==> config.mk <==
export PLATFORM = sky130hd
export DESIGN_NAME = seven_seg_scanner
export DESIGN_NICKNAME = d
export VERILOG_FILES = /design/src/rtl/seven_seg_scanner.sv
export SDC_FILE = /design/constraint.sdc
export NUM_CORES = 1
export LEC_CHECK = 0
export CAP_MARGIN = 10
export CORE_MARGIN = 5
export CORE_UTILIZATION = 56
export DETAILED_ROUTE_END_ITERATION = 8
export PLACE_DENSITY_LB_ADDON = 0.3
export SETUP_SLACK_MARGIN = 0.02
export SLEW_MARGIN = 25
export SYNTH_ARGS = -nofsm -noshare
export SYNTH_HDL_FRONTEND = slang
export SYNTH_SLANG_ARGS = --single-unit
export TNS_END_PERCENT = 10
==> constraint.sdc <==
create_clock -name clk -period 2.95 [get_ports clk]
set_clock_uncertainty 0.2 [all_clocks]
set_input_delay 0.7375 -clock clk [delete_from_list [all_inputs] [get_ports clk]]
set_output_delay 0.7375 -clock clk [all_outputs]
set_load 0.05 [all_outputs]
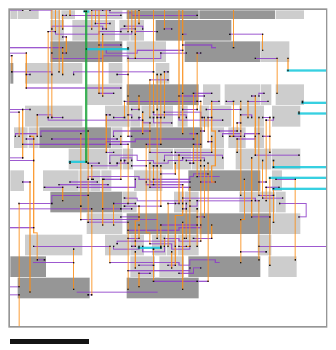
run_1/zoom.png
Scale bar: 10 um. Window x 46 to 86, y 2 to 42 um. Cells in gray, sequential cells in the stronger gray; small squares are vias.
purple -> met1
orange -> met2
green -> met4
cyan -> met3
sequential cells in the window = 14
cells with their middle in the window = 75
most frequent = dfrtp_1 (12)

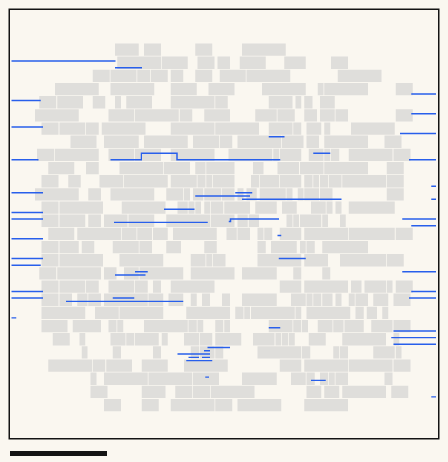
run_1/met3.png
Scale bar: 20 um.
longest straight run = 23.9 um
main direction = horizontal
wire length on this layer = 353 um
met3 Use GR: 4.19%
final WL: 6.58 mm
via count: 2,363

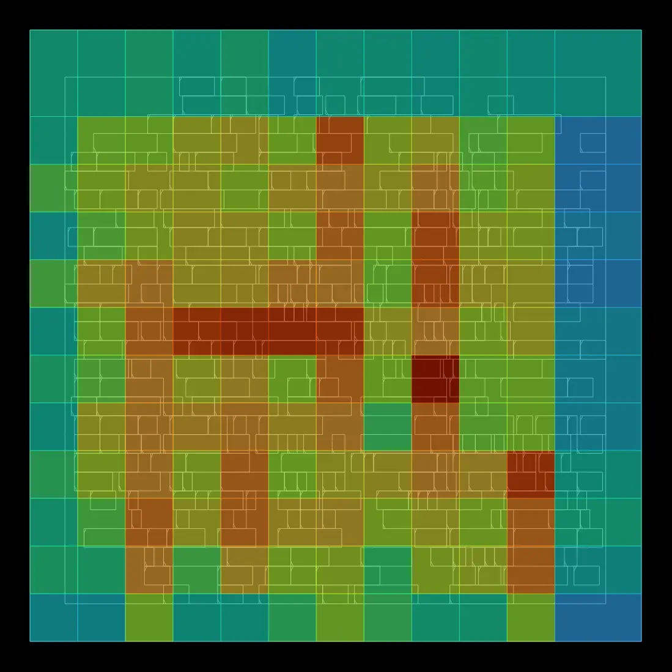
run_1/final_congestion.png
met1 usage: 27.0%
global-route layer with the greatest usage: met2
wire length per cell: 16.4 um
Util after Layout: 68.0%
Total GRT Usage: 19.1%

==> ci_impl_report.md, run 1 <==
### Flow metrics

| Metric | Value |
|---|---|
| Status | finished, final reports clean |
| Top cells by area | dfrtp_1, mux2_4, ha_1, o2bb2ai_2, a22oi_1 |
| CTS tree | done |
| Synth-to-layout area growth | 17.6% |
| Relative slew slack | 54.5% |
| RSZ-0062 raised after global routing | no |
| Unique masters post-synth | 56 |
| Fmax | 387 MHz |
| Floorplan utilization | 57.8% |
| Fin nets | 364 |
| Log Warnings | 35 |
| Post-synth EDFFs | 0 |
| Crit-path cells | clkdlybuf4s50_1 |
| Cell taking the most area after synthesis | dfrtp_1 |
| Post-synthesis instance area | 3440 um^2 |
| Drt first-iter violations | 94 |
| Worst-path clk slew | 70 ps |
| Total global routing overflow | 0 |
| Late-Pin Clk Latency | 340 ps |
| R2R cell count | 9 |
| Clock sink count | 66 |
| Fin. max-slew vios | 0 |
| IO Pins | 41 |
| Lkg Pwr | 1.75 nW |
| Worst path buffer plus inverter count | 1 |
| RePlAce Congestion | 0.850 |
| Worst path max stage delay | 790 ps |
| Post-route DRC | 0 |
| Iteration tally of the first detailed-router pass | 4 |
| Syn Nets | 322 |
| Synth Seq Share | 48.1% |
| Core Region | 5960 um^2 |
| Yosys chip area | 3440 um^2 |
| Data arrival, critical path | 1640 ps |
| Worst path depth | 1 |
| Vias in the first global route | 2,297 |
| Main synth FF type | dfrtp_1 |
-- run 1: through the flow --
stage	cells	setup WS [ps]	total power [mW]	hold slack (ps)	cell area [um^2]
finish	402	369	1.94	228	4050
global route	402	92.2	2.02	277	4050
CTS	402	310	1.96	236	4050
detailed placement	386	209	1.25	279	3860
global placement	386	280	1.25	272	3860
floorplan	280	677	1.15	242	3440
-- run 1: report_power, final --
group          internal, mW  total (mW)  switching (mW)
clock                 0.372       0.701           0.329
combinational         0.129       0.252           0.123
sequential            0.955       0.985          0.0306
total                  1.46        1.94           0.482
-- run 1: cells by family (layout without fill, tap and decap cells) --
kind of cell | Yosys count | after routing | synth area share, %
compound gates | 74 | 74 | 18.9
simple gates | 68 | 68 | 11.6
flops | 66 | 66 | 48.1
buf+inv | 30 | 77 | 5.34
mux | 22 | 22 | 9.34
fa+ha+maj | 15 | 15 | 5.45
xor+xnor | 5 | 5 | 1.27
-- run 1: layout make-up --
cell class                 count  area [um^2]
clock inverter                 2         10.0
multi-input combinational    184         1610
clock buffer                  14          173
timing repair buffer          46          453
fill                         456         1910
inverter                      15         57.6
sequential                    66         1660
tap                           75         93.8
-- run 1: worst register-to-register path, stage by stage, from the launching register on --
cell and delay, ps:
dfrtp_1 400, ha_1 340, nor2_2 270, o211ai_1 160, o311ai_2 140, inv_1 200, ha_1 240, nor2_1 140
a21oi_1 60, a221oi_1 310
-- run 1: routing by layer --
layer / vias to the layer above / share of wire, % / global-route usage [%]
li1: 1122 / - / -
met1: 1159 / 48 / 27.0
met2: 71 / 46 / 28.4
met3: 11 / 5.4 / 4.19
met4: 0 / 1.2 / 8.65
met5: - / 0 / 0
-- run 1: what timing repair did --
action / in CTS / in global routing
gates resized: 0 / 1
setup endpoints to repair: 0 / 1
buffers inserted: 0 / 0
run_1/gate_families.png
Scale bar: 20 um.
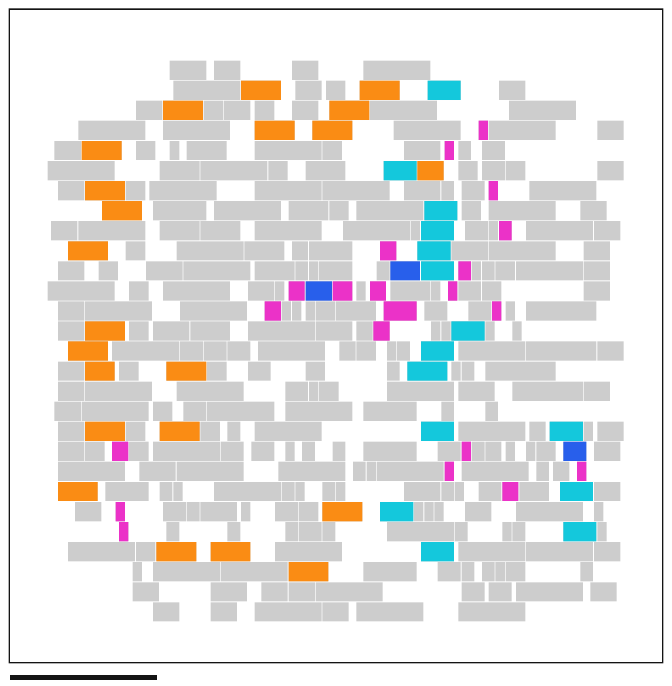

==> run 2, diff against run 1 <==
--- a/config.mk
+++ b/config.mk
@@ -6,10 +6,12 @@
 export NUM_CORES = 1
 export LEC_CHECK = 0
 export CAP_MARGIN = 10
+export CORE_ASPECT_RATIO = 1.1
 export CORE_MARGIN = 5
 export CORE_UTILIZATION = 56
 export DETAILED_ROUTE_END_ITERATION = 8
 export PLACE_DENSITY_LB_ADDON = 0.3
+export REMOVE_ABC_BUFFERS = 1
 export SETUP_SLACK_MARGIN = 0.02
 export SLEW_MARGIN = 25
 export SYNTH_ARGS = -nofsm -noshare
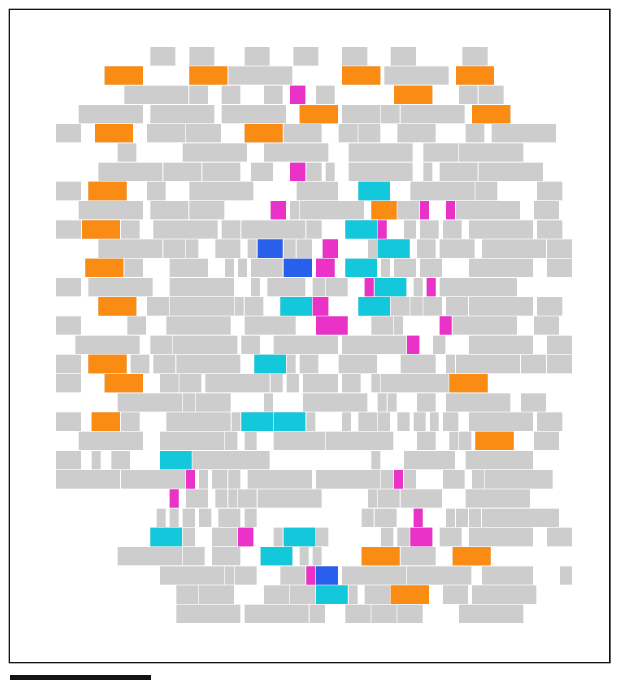
run_2/gate_families.png
Scale bar: 20 um.
magenta -> NOR gates  # cells 21, most used nor2_1
cyan -> adder and majority cells  # cells 15, most used ha_1
blue -> AND-OR and OR-AND gates  # cells 3
orange -> multiplexers  # cells 22, most used mux2_4, where spread over the die
most frequent logic cell in the layout: dfrtp_1
Post-Layout Cell Count: 406
Comb area share: 39.2%

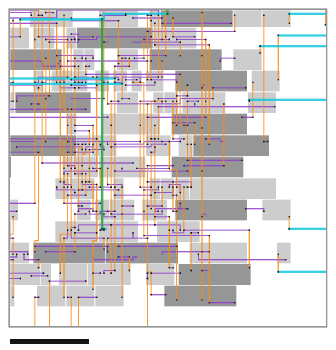
run_2/zoom.png
Scale bar: 10 um. Window x 44 to 84, y 3 to 43 um. Cells in gray, sequential cells in the stronger gray; small squares are vias.
green -> met4
purple -> met1
orange -> met2
cyan -> met3
sequential cells in the window = 15
cells with their middle in the window = 77
most frequent = dfrtp_1 (11), clkdlybuf4s50_1 (11), nand2_1 (10)

==> ci_impl_report.md, run 2 <==
### Flow metrics

| Metric | Value |
|---|---|
| Status | finished, final reports clean |
| Log Warnings | 34 |
| Fmax | 376 MHz |
| Late-Pin Clk Latency | 340 ps |
| Post-layout instance area | 4100 um^2 |
| Synth-to-layout area growth | 19.0% |
| Cell taking the most area after synthesis | dfrtp_1 |
| Wire length per cell | 16.1 um |
| Post-synthesis instance area | 3440 um^2 |
| Fa+ha+maj area frac | 5.45% |
| Lkg Pwr | 1.77 nW |
| RePlAce Congestion | 0.891 |
| Die width | 84.8 um |
| Post-synth EDFFs | 0 |
| CTS tree | done |
| Iteration tally of the first detailed-router pass | 4 |
| Post-Synth Simple-Gate Area | 11.6% |
| Final WL | 6.55 mm |
| Aoi share | 18.9% |
| Relative slew slack | 56.8% |
| Initial antenna violation count | 0 |
| Fin. max-slew vios | 0 |
| Synth Seq Share | 48.1% |
| Yosys chip area | 3440 um^2 |
| Top cells by area | dfrtp_1, mux2_4, ha_1, o2bb2ai_2, a22oi_1 |
| Core Region | 6080 um^2 |
| Htree depth | 3 |
| RSZ-0062 raised after global routing | no |
| Placed insts | 390 |
| Worst-path clk slew | 70 ps |
| Worst path max stage delay | 410 ps |
| XORs/XNORs by Area | 1.27% |
| Post-route DRC | 0 |
| Data arrival, critical path | 2680 ps |
| Min Hold Slack | 209 ps |
| Unique masters post-synth | 56 |
| Post-CTS setup buffers | 0 |
| Placed inst area | 3860 um^2 |
| Fin nets | 363 |
| Comb area leader | AND-OR/OR-AND gates |
| Floorplan utilization | 56.6% |
| Main synth FF type | dfrtp_1 |
| Total GRT Usage | 18.6% |
| Post-CTS Resized | 0 |
| Util after Layout | 67.4% |
| Total global routing overflow | 0 |
run 2: netlist changes by cell type in the layout (fill, tap and decap cells not counted), sizes merged:
| cell | delta |
|---|---|
| buf | -1 |
| bufinv | +3 |
| clkbuf | -4 |
| clkinv | +1 |
run 2: final cells by class:
class | instances | area (um^2)
inverter | 15 | 57.6
clock buffer | 10 | 128
clock inverter | 6 | 105
tap | 80 | 100
sequential | 66 | 1660
multi-input combinational | 184 | 1610
fill | 492 | 1980
timing repair buffer | 45 | 445
run 2: logic make-up after synthesis:
logic type | count (synthesis)
compound gates | 74
xor+xnor | 5
fa+ha+maj | 15
buf+inv | 30
flops | 66
mux | 22
simple gates | 68
run 2: per-stage QoR:
stage / setup slack (ps) / total power, mW
6_report: 292 / 2.13
5_1_grt: 111 / 2.21
4_1_cts: 326 / 2.15
3_3_place_gp: 209 / 1.25
3_5_place_dp: 119 / 1.25
2_1_floorplan: 281 / 1.14
run 2: power by group:
group / leakage (nW) / switching (mW) / internal [mW] / total [mW]
Clock: 0.120 / 0.337 / 0.557 / 0.894
Sequential: 0.808 / 0.0302 / 0.955 / 0.985
Combinational: 0.843 / 0.122 / 0.129 / 0.251
Total: 1.77 / 0.489 / 1.64 / 2.13
run 2: worst max-delay path, delay by kind of cell, from the launching register on:
family          cells  cell delay (ps)
buf+inv             3              420
compound gates      3              800
simple gates        1              150
fa+ha+maj           2              580
flops               1              400
run 2: per-layer routing:
metal / GRT usage, % / vias to the layer above / part of all wire, %
met5: 0 / - / 0
met4: 10.2 / 0 / 2.2
met3: 3.32 / 11 / 5.6
met2: 28.7 / 55 / 46
met1: 24.7 / 1134 / 46
li1: - / 1114 / -
No activity file was given, so power comes from the tool's default toggle rates.
